--- config.mk ---
export PLATFORM = sky130hd
export DESIGN_NAME = debounce_ctrl
export DESIGN_NICKNAME = d
export VERILOG_FILES = /design/src/rtl/debounce_pkg.sv /design/src/rtl/debounce_timer.sv /design/src/rtl/debounce_ctrl.sv
export SDC_FILE = /design/constraint.sdc
export NUM_CORES = 1
export LEC_CHECK = 0
export CAP_MARGIN = 15
export CELL_PAD_IN_SITES_DETAIL_PLACEMENT = 1
export CELL_PAD_IN_SITES_GLOBAL_PLACEMENT = 2
export CORE_ASPECT_RATIO = 0.8
export CORE_MARGIN = 4
export CORE_UTILIZATION = 37
export CTS_CLUSTER_SIZE = 30
export DETAILED_ROUTE_END_ITERATION = 7
export PLACE_DENSITY = 0.84
export SETUP_SLACK_MARGIN = 0.02
export SYNTH_ARGS = -nofsm -noshare
export SYNTH_HDL_FRONTEND = slang
export SYNTH_HIERARCHICAL = 1
export SYNTH_SLANG_ARGS = --single-unit
--- constraint.sdc ---
create_clock -name clk -period 2.85 [get_ports clk]
set_input_delay 0.4275 -clock clk [delete_from_list [all_inputs] [get_ports clk]]
set_output_delay 0.4275 -clock clk [all_outputs]
set_load 0.01 [all_outputs]
--- src/rtl/debounce_pkg.sv ---
// Shared types and constants for the switch debouncer.
package debounce_pkg;

  // Two stable levels, each with a qualification state guarding entry to the other.
  typedef enum logic [1:0] {
    S_LOW      = 2'd0,
    S_CHK_HIGH = 2'd1,
    S_HIGH     = 2'd2,
    S_CHK_LOW  = 2'd3
  } state_e;

  // Legal input synchronizer depth range.
  localparam int SYNC_MIN = 2;
  localparam int SYNC_MAX = 4;

endpackage

--- src/rtl/debounce_timer.sv ---
// Settle timer: N-bit up counter, synchronous clear beats enable,
// done flags that bit N-1 has been reached.
module debounce_timer #(
  parameter int N = 11
) (
  input  logic clk,
  input  logic rst,
  input  logic sclr,
  input  logic en,
  output logic done
);

  logic [N-1:0] count_q, count_d;

  // Next count: clear has priority, otherwise advance on enable.
  always_comb begin
    count_d = count_q;
    if (sclr)    count_d = '0;
    else if (en) count_d = count_q + 1'b1;
  end

  // Count register.
  always_ff @(posedge clk or posedge rst) begin
    if (rst) count_q <= '0;
    else     count_q <= count_d;
  end

  assign done = count_q[N-1];

endmodule

--- src/rtl/debounce_ctrl.sv ---
// Switch debouncer: synchronizer chain, four-state qualify FSM and one settle
// timer. A level change must hold for 2^(N-1) ticks before db_out follows it.
// Macro DEBOUNCE_EDGE_PULSE_EN enables the registered press/release pulses;
// when undefined both pulses are tied low and their logic is absent.
// The release pulse port is named release_pulse because 'release' is a
// reserved word in SystemVerilog.
module debounce_ctrl
  import debounce_pkg::*;
#(
  parameter int N           = 11,
  parameter int SYNC_STAGES = 2
) (
  input  logic clk,
  input  logic rst,
  input  logic btn_in,
  input  logic tick,
  output logic db_out,
  output logic press,
  output logic release_pulse,
  output logic busy
);

  if (SYNC_STAGES < SYNC_MIN || SYNC_STAGES > SYNC_MAX) begin : g_bad_sync
    $error("debounce_ctrl: SYNC_STAGES out of range");
  end

  logic [SYNC_STAGES-1:0] sync_q, sync_d;
  logic                   sync;
  state_e                 state_q, state_d;
  logic                   db_q, db_d;
  logic                   busy_q, busy_d;
  logic                   tmr_sclr, tmr_en, tmr_done;

  // Synchronizer chain shifts btn_in in at bit 0; the top bit is the clean level.
  always_comb begin
    sync_d = {sync_q[SYNC_STAGES-2:0], btn_in};
  end

  assign sync = sync_q[SYNC_STAGES-1];

  // Next state and timer control; a revert of sync outranks timer expiry so a
  // glitch ending exactly at the settle boundary still leaves db_out unchanged.
  always_comb begin
    state_d  = state_q;
    tmr_sclr = 1'b0;
    tmr_en   = 1'b0;
    unique case (state_q)
      S_LOW: begin
        tmr_sclr = 1'b1;
        if (sync) state_d = S_CHK_HIGH;
      end
      S_CHK_HIGH: begin
        if (!sync) begin
          state_d  = S_LOW;
          tmr_sclr = 1'b1;
        end else if (tmr_done) begin
          state_d = S_HIGH;
        end else begin
          tmr_en = tick;
        end
      end
      S_HIGH: begin
        tmr_sclr = 1'b1;
        if (!sync) state_d = S_CHK_LOW;
      end
      S_CHK_LOW: begin
        if (sync) begin
          state_d  = S_HIGH;
          tmr_sclr = 1'b1;
        end else if (tmr_done) begin
          state_d = S_LOW;
        end else begin
          tmr_en = tick;
        end
      end
      default: begin
        state_d  = S_LOW;
        tmr_sclr = 1'b1;
      end
    endcase
  end

  // Outputs are decoded from the next state so they register alongside it.
  always_comb begin
    db_d   = (state_d == S_HIGH)     || (state_d == S_CHK_LOW);
    busy_d = (state_d == S_CHK_HIGH) || (state_d == S_CHK_LOW);
  end

  // State, synchronizer and level/busy output registers.
  always_ff @(posedge clk or posedge rst) begin
    if (rst) begin
      sync_q  <= '0;
      state_q <= S_LOW;
      db_q    <= 1'b0;
      busy_q  <= 1'b0;
    end else begin
      sync_q  <= sync_d;
      state_q <= state_d;
      db_q    <= db_d;
      busy_q  <= busy_d;
    end
  end

  debounce_timer #(.N(N)) u_timer (
    .clk  (clk),
    .rst  (rst),
    .sclr (tmr_sclr),
    .en   (tmr_en),
    .done (tmr_done)
  );

  assign db_out = db_q;
  assign busy   = busy_q;

`ifdef DEBOUNCE_EDGE_PULSE_EN
  logic press_q, press_d;
  logic rel_q, rel_d;

  // Edge pulses land on the same edge that db_out changes.
  always_comb begin
    press_d = db_d & ~db_q;
    rel_d   = ~db_d & db_q;
  end

  // Pulse registers.
  always_ff @(posedge clk or posedge rst) begin
    if (rst) begin
      press_q <= 1'b0;
      rel_q   <= 1'b0;
    end else begin
      press_q <= press_d;
      rel_q   <= rel_d;
    end
  end

  assign press         = press_q;
  assign release_pulse = rel_q;
`else
  assign press         = 1'b0;
  assign release_pulse = 1'b0;
`endif

endmodule

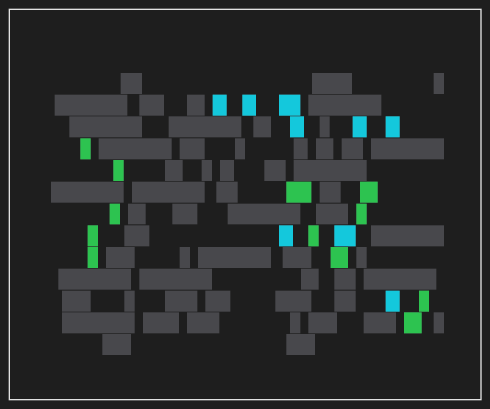
*Gate families picked out*
Scale: 8 px per um.
- green: NOR gates (cells 12; most used nor2_1)
- cyan: inverting AOI/OAI gates (cells 9; most used a21oi_1)

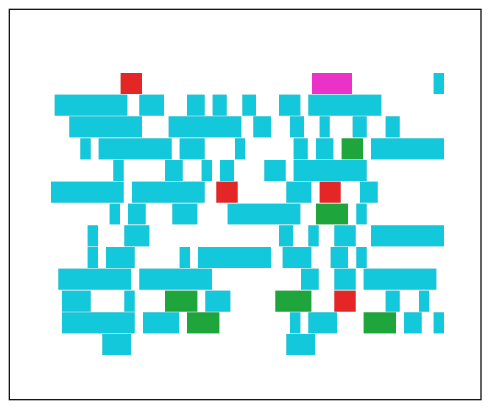
*Cells by drive strength*
Scale: 8 px per um.
- green: drive 2 (cells 6; most used mux2_2)
- magenta: drive 6 and up (cells 1; most used clkbuf_8)
- cyan: drive 1 or less (cells 68; most used dfrtp_1)
- red: drive 3 to 4 (cells 4; most used clkbuf_4)

==> reports/results.tsv <==
stage	metric	value	unit
placed_design	DP HPWL	1180	um
power_and_ir_drop	Pint	316	uW
global_routing	largest net degree at the start of global routing	14	
cts	CTS tree	built	
final_timing	Pins Over Slew Limit	0	
cts	worst skew pair latency	0.29	ns
power_and_ir_drop	Overall Power	406	uW
synth	YS chip area	763	um^2
drt	total wire length	1520	um
power_and_ir_drop	Main power group	sequential cells	
power_and_ir_drop	Clock Power	152	uW
critical_path	Top delay family on crit path	simple AND/OR/NAND/NOR gates	
power_and_ir_drop	seq pwr	232	uW
final_timing	Hold Vio Cnt, Final	0	
placed_design	gp weighted congestion	0.697	
global_routing	vias in the first global route	567	
final_timing	Highest Clock Rate	0.513	GHz
power_and_ir_drop	Clock power frac	37.4	%
die	die y size	48.6	um
global_routing	M2 GR Usage	17.8	%
synth	Synth top cell by count	dfrtp_1	
die	row cnt	14	
synth	most frequent cells after synthesis	dfrtp_1 (16), nor2_1 (8), a21oi_1 (5), nand2_1 (5)	
die	Die Wd	58.8	um
drt	highest metal used	met4	
synth	Main area contributors	dfrtp_1 (52%), mux2_2 (5.9%), nor2_1 (3.9%)	
drt	DR WL met2	730	um
power_and_ir_drop	combinational power share	5.6	%
global_routing	Global Route met1 Usage	15.0	%
critical_path	CP Cell Sequence	xnor2_1 > and4bb_2 > nor2_1 > nor4b_1 > mux2_2	
outcome	outcome	completed	
synth	Cell Type Count	26	
synth	proportion of netlist area held by the largest area contributor	52.5	%
cts	root buffer cell	clkbuf_4	
critical_path	Bufs and invs on worst path	0	
final_timing	unrepaired setup endpoints after global routing	no	
cells_and_area	layout cell share with drive strength beyond 1	13.9	%
cells_and_area	NumNets Final	85	
global_routing	first-pass GRT wire length	2500	um
placed_design	dpl ws	0.678	ns
flow_run	tool warning count	26	
critical_path	Critical Path Source Type	register	
drt	via count	536	
cts	post-CTS resize count	0	
die	die area	0.00286	mm^2
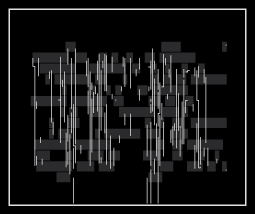
*Metal 2*
Scale: 4 px per um. Cells faint in the background.
- main direction: vertical
- longest straight run: 27.2 um
- wire length on this layer: 731 um
- share of all routed wire: 48%

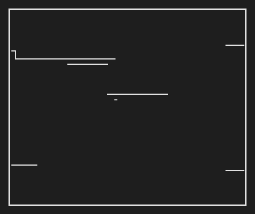
*Metal 3*
Scale: 4 px per um.
- share of all routed wire: 4.5%
- nets with wire on the layer: 5

-- sequential cells by signal, summed over array words and instances (netlist names) --
register and cells:
u_timer/count_q 11, state_q 2, sync_q 2, db_out 1
-- through the flow --
| step | hold WS, ns | instance area (um^2) | utilization (%) |
|---|---|---|---|
| 2_1_floorplan | 0.206 | 767 | - |
| 4_1_cts | 0.373 | 860 | 44.6 |
| 3_3_place_gp | 0.331 | 823 | 42.7 |
| 3_5_place_dp | 0.358 | 823 | 42.7 |
| 5_1_grt | 0.382 | 860 | 44.6 |
| 6_report | 0.366 | 860 | 44.6 |
-- kinds of logic (layout without fill, tap and decap cells) --
| group | after synthesis | after routing | synth area share, % |
|---|---|---|---|
| AND/OR/NAND/NOR | 29 | 29 | 20.8 |
| multiplexers | 5 | 5 | 7.21 |
| buffers and inverters | 6 | 12 | 5.08 |
| XOR/XNOR | 5 | 5 | 5.74 |
| AND-OR/OR-AND | 9 | 9 | 6.56 |
| flip-flops | 16 | 16 | 52.5 |
| adder cells (fa/ha/maj) | 1 | 1 | 1.64 |
| other | 1 | 2 | 0.491 |
-- layout make-up --
type	count	area, um^2
fill	230	1070
sequential	16	400
multi-input combinational	51	328
timing repair buffer	6	57.6
clock buffer	4	36.3
tap	24	30.0
inverter	2	7.51
-- path summary, 6_finish.rpt --
kind | start | to | slack (ns) | cells after the start
setup / recovery | sync_q[1] | u_timer/count_q[9] | 0.90 | 5
hold / removal | rst | sync_q[0] | 0.37 | 2
setup reg to reg | sync_q[1] | u_timer/count_q[9] | 0.90 | 5
hold reg to reg | sync_q[0] | sync_q[1] | 0.38 | 0
max in group asynchronous | rst | u_timer/count_q[10] | 2.09 | 2
min in group clk | sync_q[0] | sync_q[1] | 0.38 | 0
Power and IR drop assume default switching activity.
